File: src/rtl/pe_simd_mac.sv
// Systolic SIMD multiply-accumulate PE: lane-wise products accumulated over DEPTH beats.
// Operands are forwarded downstream. Define PE_SAT_EN for saturating accumulation with overflow flags.
module pe_simd_mac #(
    parameter int unsigned LANES  = 2,
    parameter int unsigned LANE_W = 16,
    parameter int unsigned ACC_W  = 32,
    parameter int unsigned DEPTH  = 64
) (
    input  logic                     clk,
    input  logic                     rst,
    input  logic                     en,
    input  logic                     signed_mode,
    input  logic                     in_valid,
    input  logic [LANES*LANE_W-1:0]  in_a,
    input  logic [LANES*LANE_W-1:0]  in_b,
    output logic                     out_valid,
    output logic [LANES*LANE_W-1:0]  out_a,
    output logic [LANES*LANE_W-1:0]  out_b,
    output logic [LANES*ACC_W-1:0]   acc,
    output logic                     result_valid,
    input  logic                     result_ready,
    output logic [LANES-1:0]         ovf
);

    localparam int unsigned DW    = LANES * LANE_W;
    localparam int unsigned AW    = LANES * ACC_W;
    localparam int unsigned PW    = 2 * LANE_W;
    localparam int unsigned CNT_W = $clog2(DEPTH + 1);

    localparam logic [CNT_W-1:0] CNT_LAST = CNT_W'(DEPTH - 1);
    localparam logic [CNT_W-1:0] CNT_ONE  = CNT_W'(1);

    localparam logic [0:0] ST_ACCUM = 1'b0;
    localparam logic [0:0] ST_DONE  = 1'b1;

    logic [0:0]       state_q, state_d;
    logic [CNT_W-1:0] cnt_q, cnt_d;
    logic [AW-1:0]    acc_q, acc_d;
    logic [LANES-1:0] ovf_q, ovf_d;
    logic             out_valid_q, out_valid_d;
    logic [DW-1:0]    out_a_q, out_a_d;
    logic [DW-1:0]    out_b_q, out_b_d;
    logic             result_valid_q, result_valid_d;

    logic [AW-1:0]    ext_all;
    logic [AW-1:0]    sum_all;
    logic [LANES-1:0] clamp;

    // Per-lane product, extension and accumulate (no carry across lanes)
    for (genvar g = 0; g < LANES; g++) begin : g_lane
        logic [LANE_W-1:0]       a_l, b_l;
        logic [PW-1:0]           a_sx, b_sx, prod_s, prod_u;
        logic signed [ACC_W-1:0] ext_s;
        logic [ACC_W-1:0]        ext_u, ext, acc_l, sum;

        assign a_l    = in_a[g*LANE_W +: LANE_W];
        assign b_l    = in_b[g*LANE_W +: LANE_W];
        assign a_sx   = {{LANE_W{a_l[LANE_W-1]}}, a_l};
        assign b_sx   = {{LANE_W{b_l[LANE_W-1]}}, b_l};
        // Low PW bits of the sign-extended product equal the signed product
        assign prod_s = a_sx * b_sx;
        assign prod_u = {{LANE_W{1'b0}}, a_l} * {{LANE_W{1'b0}}, b_l};
        assign ext_s  = ACC_W'($signed(prod_s));
        assign ext_u  = ACC_W'(prod_u);
        assign ext    = signed_mode ? ext_s : ext_u;
        assign acc_l  = acc_q[g*ACC_W +: ACC_W];

`ifdef PE_SAT_EN
        logic [ACC_W:0]   sum_u;
        logic [ACC_W-1:0] sum_w;
        logic             s_ovf;
        logic             u_ovf;

        assign sum_u = {1'b0, acc_l} + {1'b0, ext};
        assign sum_w = sum_u[ACC_W-1:0];
        assign s_ovf = (acc_l[ACC_W-1] == ext[ACC_W-1]) && (sum_w[ACC_W-1] != acc_l[ACC_W-1]);
        assign u_ovf = sum_u[ACC_W];

        always_comb begin
            sum      = sum_w;
            clamp[g] = 1'b0;
            if (signed_mode) begin
                if (s_ovf) begin
                    clamp[g] = 1'b1;
                    sum      = acc_l[ACC_W-1] ? {1'b1, {(ACC_W-1){1'b0}}}
                                              : {1'b0, {(ACC_W-1){1'b1}}};
                end
            end else if (u_ovf) begin
                clamp[g] = 1'b1;
                sum      = {ACC_W{1'b1}};
            end
        end
`else
        assign sum      = acc_l + ext;
        assign clamp[g] = 1'b0;
`endif

        assign ext_all[g*ACC_W +: ACC_W] = ext;
        assign sum_all[g*ACC_W +: ACC_W] = sum;
    end

    // Next-state: forwarding path plus ACCUM/DONE control
    always_comb begin
        state_d        = state_q;
        cnt_d          = cnt_q;
        acc_d          = acc_q;
        ovf_d          = ovf_q;
        out_valid_d    = in_valid;
        out_a_d        = in_valid ? in_a : out_a_q;
        out_b_d        = in_valid ? in_b : out_b_q;
        result_valid_d = 1'b0;

        if (!en) begin
            state_d     = ST_ACCUM;
            cnt_d       = '0;
            acc_d       = '0;
            ovf_d       = '0;
            out_valid_d = 1'b0;
            out_a_d     = '0;
            out_b_d     = '0;
        end else begin
            case (state_q)
                ST_ACCUM: begin
                    if (in_valid) begin
                        acc_d = sum_all;
                        ovf_d = ovf_q | clamp;
                        cnt_d = cnt_q + CNT_ONE;
                        if (cnt_q == CNT_LAST) begin
                            state_d = ST_DONE;
                        end
                    end
                end
                ST_DONE: begin
                    if (result_ready) begin
                        ovf_d = '0;
                        if (in_valid) begin
                            // Overlapping beat starts the next tile; with DEPTH=1 it also ends it
                            acc_d   = ext_all;
                            cnt_d   = CNT_ONE;
                            state_d = (DEPTH == 1) ? ST_DONE : ST_ACCUM;
                        end else begin
                            acc_d   = '0;
                            cnt_d   = '0;
                            state_d = ST_ACCUM;
                        end
                    end
                end
                default: begin
                    state_d = ST_ACCUM;
                end
            endcase
            result_valid_d = (state_d == ST_DONE);
        end
    end

    always_ff @(posedge clk or negedge rst) begin
        if (!rst) begin
            state_q        <= ST_ACCUM;
            cnt_q          <= '0;
            acc_q          <= '0;
            ovf_q          <= '0;
            out_valid_q    <= 1'b0;
            out_a_q        <= '0;
            out_b_q        <= '0;
            result_valid_q <= 1'b0;
        end else begin
            state_q        <= state_d;
            cnt_q          <= cnt_d;
            acc_q          <= acc_d;
            ovf_q          <= ovf_d;
            out_valid_q    <= out_valid_d;
            out_a_q        <= out_a_d;
            out_b_q        <= out_b_d;
            result_valid_q <= result_valid_d;
        end
    end

    assign out_valid    = out_valid_q;
    assign out_a        = out_a_q;
    assign out_b        = out_b_q;
    assign acc          = acc_q;
    assign result_valid = result_valid_q;
    assign ovf          = ovf_q;

endmodule

File: config.mk
export PLATFORM = sky130hd
export DESIGN_NAME = pe_simd_mac
export DESIGN_NICKNAME = d
export VERILOG_FILES = /design/src/rtl/pe_simd_mac.sv
export SDC_FILE = /design/constraint.sdc
export NUM_CORES = 2
export LEC_CHECK = 0
export ABC_AREA = 1
export ABC_CLOCK_PERIOD_IN_PS = 4500
export CORE_ASPECT_RATIO = 1.75
export CORE_MARGIN = 4
export CORE_UTILIZATION = 36
export CTS_BUF_LIST = sky130_fd_sc_hd__clkbuf_4
export DETAILED_ROUTE_END_ITERATION = 6
export GPL_TIMING_DRIVEN = 0
export SYNTH_ARGS = -nofsm -noshare
export SYNTH_HDL_FRONTEND = slang
export SYNTH_SLANG_ARGS = --single-unit
export TNS_END_PERCENT = 50
File: constraint.sdc
create_clock -name clk -period 4.5 [get_ports clk]
set_clock_uncertainty 0.15 [all_clocks]
set_input_delay 0.9 -clock clk [delete_from_list [all_inputs] [get_ports clk]]
set_output_delay 0.9 -clock clk [all_outputs]
set_load 0.02 [all_outputs]
**Close-up of the layout**

Scale bar: 5 um. Region (191, 337) to (211, 357) um. Cells in grey, sequential cells in the stronger grey; small squares are vias.
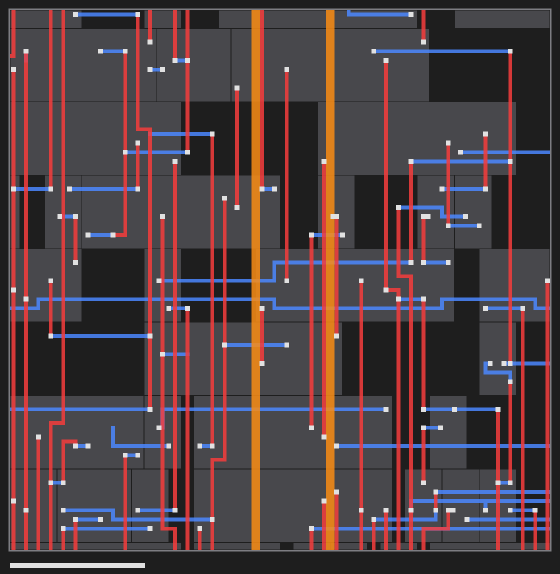
legend:
  metal 4:
    colour: orange
  metal 1:
    colour: blue
  metal 2:
    colour: red
sequential cells in the window: 0
most frequent: fa_1 (10), inv_1 (9)
cells with their middle in the window: 24

**M1 wires**

Scale bar: 100 um.
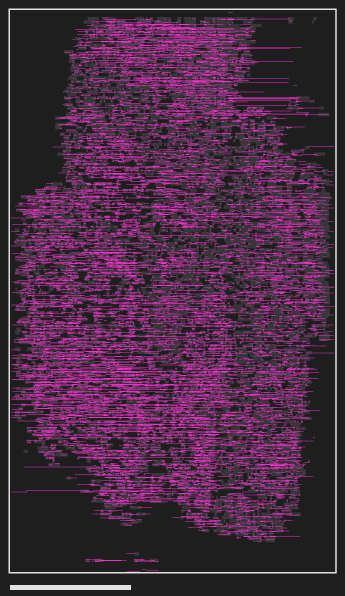
longest straight run: 89.2 um
share of all routed wire: 33%
wire length on this layer: 57.7 mm
main direction: horizontal
nets with wire on the layer: 7222

==> impl_metrics.ini <==
; generated from flow reports
[finish]
final_common_cell = inv_1
seq_area_um2 = 3428
final_area_um2 = 55720

[critical_path]
cp_top_family = adder cells
endpoint = acc[27]
slowest_delay_ns = 0.54
startpoint_type = input port

[synthesis]
edf_count = 0
ys_ff = 137
syn-cell-area_um2 = 42550
synth.avg_cell_area_um2 = 7.168
top_area_cell = fa_1
yosys_area_um2 = 42550
yosys_warnings = 0

[route]
wl_met1_um = 57690
viasPerCell = 5.171
drc = 1
routed.top_layer = met4

[floorplanning]
initial_utilization_pct = 36.32
die_y_um = 462.8
die_w_um = 267.9

[clock_network]
cts_tree = done
cts_buffer_depth = 2
cts_resized = 904
clk_pin_slew_ns = 0.16
root_buffer = clkbuf_4
cts_made_buffers = 17

[global_routing]
grt_max_degree = 74
grt_overflow = 0

[sta]
finalSetupTns_ns = -106.43
fin_ws_ns = -2.563
setup_violations = 53
tightest_slew_ns = 1.266
max_freq_mhz = 141.6
slew_violations = 0

[outcome]
status = complete, but fails checks
violations = DRC, setup timing

[hold_path]
hold_end = out_a[26]
holdCritStartpoint = in_a[26]

[flow_run]
cap_violations = 0

[placement]
dpl_cell_area_um2 = 47860
dp_slack_ns = -4.680
**Routing congestion map**

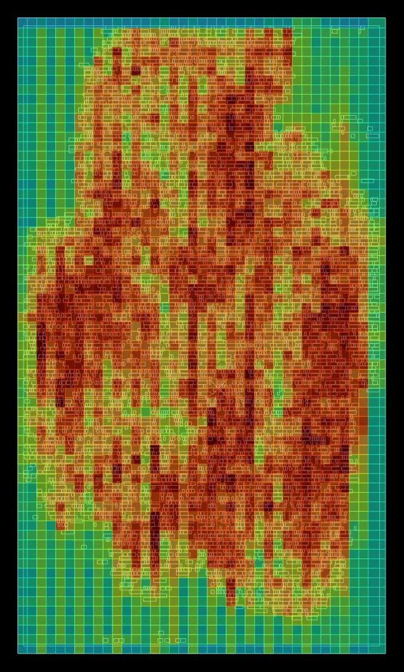
met1 global-route usage: 28.44%
M3 GR Usage: 3.644%
WL per Instance: 22.50 um

**Signal metal coverage by tile**

The die is cut into 13 by 23 equal tiles; white is low, dark blue is high, scaled to the fullest tile. Values are wire area over tile area, all layers added.
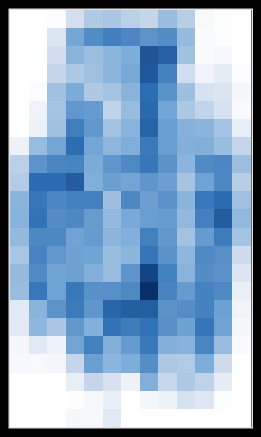
fullest tile: 0.61
tiles over half the peak: 41%
nearly empty tiles: 13%
mean over tiles: 0.24
gr usage total: 28.71%
Detailed Route WL: 177500 um

[final cells by class]
type	count	area share, %
Inverter	1616	10.98
Sequential cell	137	6.152
Timing Repair Buffer	399	6.557
Clock buffer	18	0.2425
Multi-Input combinational cell	3991	66.94
Antenna cell	10	0.04491
Buffer	193	5.353
Clock inverter	14	0.3368
Tap cell	1512	3.395
[worst reg2reg max path, stage by stage (launching register included)]
cell and delay, ns:
dfrtp_1 0.41, ha_1 0.20, inv_1 0.09, fa_1 0.42
inv_1 0.12, nand3_1 0.09, nand2_1 0.28, nand2_1 0.11
o211ai_1 0.30, nand2_1 0.10, nand2_1 0.14, nand4_1 0.15
nand4_1 0.13, nand3_2 0.09, nand3_2 0.09, nand2_1 0.05
[registers in the layout (all words and copies together), names as in the netlist]
name          count
result_valid      1
out_valid         1
acc              64
out_a            32
cnt_q             7
out_b            32
[cell usage after synthesis (all sizes together), types with 3 or more instances]
master / count
inv: 1613
nand2: 1484
fa: 730
ha: 371
nor2: 319
nand3: 300
a21oi: 234
o21ai: 230
clkbuf: 154
dfrtp: 137
nand4: 46
nor3: 45
buf: 39
and2: 37
o21bai: 28
xor2: 25
a21o: 22
xnor2: 20
o22ai: 15
nor4: 11
o211ai: 11
a31oi: 10
o21a: 9
or2: 8
a21boi: 7
nand3b: 6
a31o: 5
clkinv: 3
[cell families (layout without fill, tap and decap cells)]
logic type / after synthesis / count (layout) / synth area share, %
AND-OR/OR-AND: 582 / 582 / 7.743
XOR/XNOR: 45 / 45 / 0.9263
flip-flops: 137 / 137 / 8.058
other: 1 / 12 / 0.008814
multiplexers: 2 / 2 / 0.04705
buffers and inverters: 1809 / 2240 / 16.04
adder cells (fa/ha/maj): 1101 / 1101 / 45.26
AND/OR/NAND/NOR: 2259 / 2259 / 21.91
